<file path="config.mk">
export PLATFORM = sky130hd
export DESIGN_NAME = sw_axis
export DESIGN_NICKNAME = d
export VERILOG_FILES = /design/src/rtl/sw_axis.sv
export SDC_FILE = /design/constraint.sdc
export NUM_CORES = 1
export LEC_CHECK = 0
export CORE_MARGIN = 2
export CORE_UTILIZATION = 25
export CTS_CLUSTER_DIAMETER = 200
export DETAILED_ROUTE_END_ITERATION = 10
export RECOVER_POWER = 50
export REMOVE_ABC_BUFFERS = 1
export SYNTH_ARGS = -nofsm -noshare
export SYNTH_HDL_FRONTEND = slang
export SYNTH_SLANG_ARGS = --single-unit
</file>
<file path="constraint.sdc">
create_clock -name axis_aclk_i -period 3.2 [get_ports axis_aclk_i]
set_clock_uncertainty 0.05 [all_clocks]
set_input_delay 0.64 -clock axis_aclk_i [delete_from_list [all_inputs] [get_ports axis_aclk_i]]
set_output_delay 0.64 -clock axis_aclk_i [all_outputs]
set_load 0.01 [all_outputs]
</file>
<file path="src/rtl/sw_axis.sv">
// Debounced 8-bit switch-bank source: each accepted change of the switch bank
// becomes one AXI-stream beat, queued in a small show-ahead FIFO.
module sw_axis #(
    parameter int DEBOUNCE_CYCLES = 500000,
    parameter int FIFO_DEPTH      = 4
) (
    input  logic       axis_aclk_i,
    input  logic       axis_aresetn_i,
    input  logic [7:0] sw_i,
    input  logic       m_axis_tready_i,
    output logic       m_axis_tvalid_o,
    output logic [7:0] m_axis_tdata_o,
    output logic       overflow_o
);

    localparam int CNT_W = $clog2(DEBOUNCE_CYCLES);
    localparam int PTR_W = $clog2(FIFO_DEPTH);
    localparam int OCC_W = $clog2(FIFO_DEPTH + 1);

    localparam logic [CNT_W-1:0] CNT_LAST = CNT_W'(DEBOUNCE_CYCLES - 1);
    localparam logic [OCC_W-1:0] OCC_FULL = OCC_W'(FIFO_DEPTH);
    localparam logic [OCC_W-1:0] OCC_ONE  = OCC_W'(1);
    localparam logic [PTR_W-1:0] PTR_ONE  = PTR_W'(1);

    logic [7:0]       r_sync1;
    logic [7:0]       r_sync2;
    logic [7:0]       r_stable;
    logic [7:0]       r_cand;
    logic [CNT_W-1:0] r_cnt;

    logic [7:0]       r_mem [FIFO_DEPTH];
    logic [PTR_W-1:0] r_rd_ptr;
    logic [PTR_W-1:0] r_wr_ptr;
    logic [OCC_W-1:0] r_count;
    logic             r_tvalid;
    logic [7:0]       r_tdata;
    logic             r_overflow;

    logic             w_commit;
    logic             w_pop;
    logic             w_full;
    logic             w_overwrite;
    logic [PTR_W-1:0] w_wr_addr;
    logic [PTR_W-1:0] w_wr_next;
    logic [PTR_W-1:0] w_rd_next;
    logic [OCC_W-1:0] w_count_next;
    logic [7:0]       w_head_next;

    assign m_axis_tvalid_o = r_tvalid;
    assign m_axis_tdata_o  = r_tdata;
    assign overflow_o      = r_overflow;

    // A commit is the last cycle of an unbroken window on a value differing from stable
    assign w_commit = (r_sync2 != r_stable) && (r_sync2 == r_cand) && (r_cnt == CNT_LAST);
    assign w_pop    = r_tvalid && m_axis_tready_i;

    // Two-flop synchronizer for the raw switch inputs
    always_ff @(posedge axis_aclk_i or negedge axis_aresetn_i) begin
        if (!axis_aresetn_i) begin
            r_sync1 <= 8'h00;
            r_sync2 <= 8'h00;
        end else begin
            r_sync1 <= sw_i;
            r_sync2 <= r_sync1;
        end
    end

    // Debouncer: any bounce restarts the window, a full window commits the candidate
    always_ff @(posedge axis_aclk_i or negedge axis_aresetn_i) begin
        if (!axis_aresetn_i) begin
            r_stable <= 8'h00;
            r_cand   <= 8'h00;
            r_cnt    <= {CNT_W{1'b0}};
        end else if (r_sync2 == r_stable) begin
            r_cand <= r_stable;
            r_cnt  <= {CNT_W{1'b0}};
        end else if (r_sync2 != r_cand) begin
            r_cand <= r_sync2;
            r_cnt  <= {CNT_W{1'b0}};
        end else if (r_cnt == CNT_LAST) begin
            r_stable <= r_cand;
            r_cnt    <= {CNT_W{1'b0}};
        end else begin
            r_cnt <= r_cnt + CNT_W'(1);
        end
    end

    // FIFO next state; the head is precomputed so tvalid/tdata can be registered
    always_comb begin
        w_full      = (r_count == OCC_FULL);
        w_overwrite = w_commit && w_full && !w_pop;

        if (w_overwrite) begin
            w_wr_addr = r_wr_ptr - PTR_ONE;
        end else begin
            w_wr_addr = r_wr_ptr;
        end

        if (w_commit && !w_overwrite) begin
            w_wr_next = r_wr_ptr + PTR_ONE;
        end else begin
            w_wr_next = r_wr_ptr;
        end

        if (w_pop) begin
            w_rd_next = r_rd_ptr + PTR_ONE;
        end else begin
            w_rd_next = r_rd_ptr;
        end

        if (w_commit && !w_pop && !w_full) begin
            w_count_next = r_count + OCC_ONE;
        end else if (w_pop && !w_commit) begin
            w_count_next = r_count - OCC_ONE;
        end else begin
            w_count_next = r_count;
        end

        // Overwrite targets tail-1, which can never be the head since depth >= 2
        if (w_commit && (w_wr_addr == w_rd_next)) begin
            w_head_next = r_cand;
        end else begin
            w_head_next = r_mem[w_rd_next];
        end
    end

    // FIFO storage, pointers, registered stream outputs and sticky overflow
    always_ff @(posedge axis_aclk_i or negedge axis_aresetn_i) begin
        if (!axis_aresetn_i) begin
            for (int i = 0; i < FIFO_DEPTH; i++) begin
                r_mem[i] <= 8'h00;
            end
            r_rd_ptr   <= {PTR_W{1'b0}};
            r_wr_ptr   <= {PTR_W{1'b0}};
            r_count    <= {OCC_W{1'b0}};
            r_tvalid   <= 1'b0;
            r_tdata    <= 8'h00;
            r_overflow <= 1'b0;
        end else begin
            if (w_commit) begin
                r_mem[w_wr_addr] <= r_cand;
            end
            r_rd_ptr <= w_rd_next;
            r_wr_ptr <= w_wr_next;
            r_count  <= w_count_next;
            r_tvalid <= (w_count_next != {OCC_W{1'b0}});
            r_tdata  <= w_head_next;
            if (w_overwrite) begin
                r_overflow <= 1'b1;
            end
        end
    end

endmodule

</file>
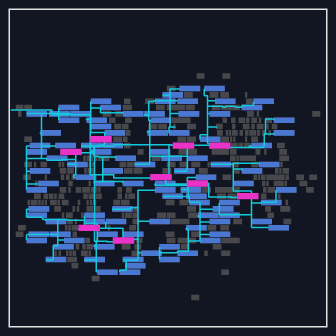
(clock distribution)
legend:
  cyan:
    item: clock wires
    length: 1140 um
  blue:
    item: flip-flops
    count: 100
  magenta:
    item: clock-net drivers
    count: 9
routed clock nets: 10

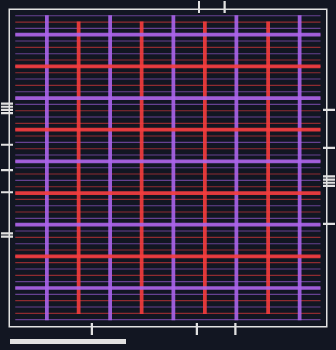
(PDN straps and rails)
Scale bar: 50 um. Pins as bars on the die edge.
legend:
  red:
    net: VDD
  purple:
    net: VSS
met1 rails: 49
met4 straps: 9
horizontal die dimension: 136 um
peak supply drop: 0.000278 V
DIE HEIGHT: 136 um

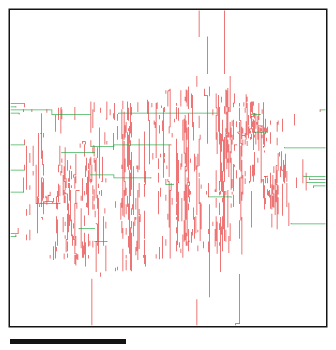
(metal layers overlaid)
Scale bar: 50 um. Two of the layers only.
legend:
  green:
    layer: M3
    wire_length: 297 um
  red:
    layer: M2
    wire_length: 3800 um

==> notes.md <==
Implementation summary

The fraction of met3 tracks used by global routing is 2.77%. The number of ports placed on the die boundary is 21. The clock network power share is 42.2%. Wires add up to 7740 um. The met3 routed wirelength is 297 um.

The switching power share of the total is 21.0%. Per the layout area report, the sequential fraction of cell area is 49.4%. Per the layout area report, the combinational gate area comes to 0.00172 mm^2. The library cells used most frequently in the layout, excluding fill and tap cells, are sky130_fd_sc_hd__dfrtp_1, sky130_fd_sc_hd__mux2_2, sky130_fd_sc_hd__nor2_1. TritonRoute reported its final design rule violation total as 0. The proportion of cell area spent on the clock network is 5.33%. Global routing used 9.17% of the available tracks across all layers.

The total area of sequential cells is 0.00250 mm^2. The power report attributes to the combinational group a share of 2.1%. The largest share of the power goes to registers. The cell taking the most area after synthesis is sky130_fd_sc_hd__dfrtp_1. Summed over its instances, the top area cell type makes up 57.7% of the synthesized netlist area.

TritonCTS built the clock tree. The cell total after placement is 568. According to the floorplan report, the total die area is 0.0184 mm^2. The flow ran to the end, and the final reports show no timing, DRC or antenna violations.

Synthesis inferred 100 register bits. The transition time recorded at the tightest slew-check pin is 1.48 ns. Signal nets in the final route climb as high as met4. The highest attainable clock frequency is 0.331 GHz. The final report gives the standard cell area, fillers excluded, as 0.00507 mm^2.

The internal power of the cells totals 1.84 mW. The global placer's final weighted congestion is 0.730. The non-clock inverters instantiated in the layout total 9. The element type at the critical path end is a flip-flop. The via-per-instance ratio is 4.33. The end of the worst hold path is r_sync2[2]$_DFF_PN0_. The post-route netlist has 23.2% of its cells at a drive strength greater than 1.
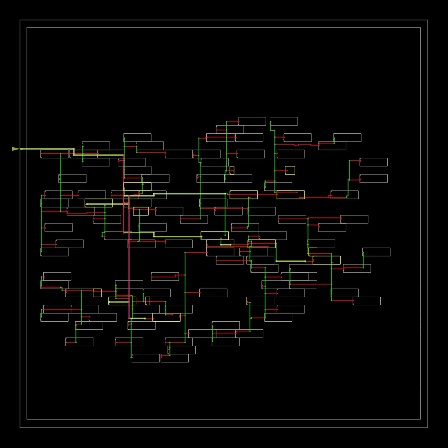
(clock routing)
Clock Buffer Count: 12
P_clk: 0.985 mW
Insertion Delay late pin: 0.33 ns
number of buffers created by CTS: 9

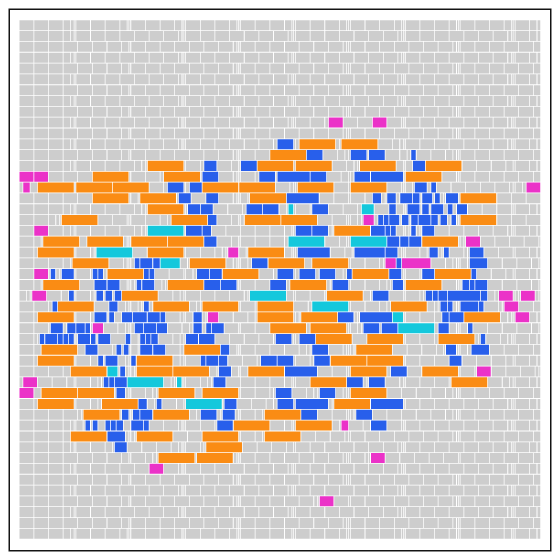
(placed cells, one color a class)
Fill, decap, tap and diode cells in gray.
legend:
  blue:
    class: remaining logic cells
    cells: 216
  cyan:
    class: clock drivers and dummy loads
    cells: 15
  magenta:
    class: remaining buffers and delay cells
    cells: 27
  orange:
    class: registers
    cells: 100

Power is estimated from default activity; no workload was simulated.
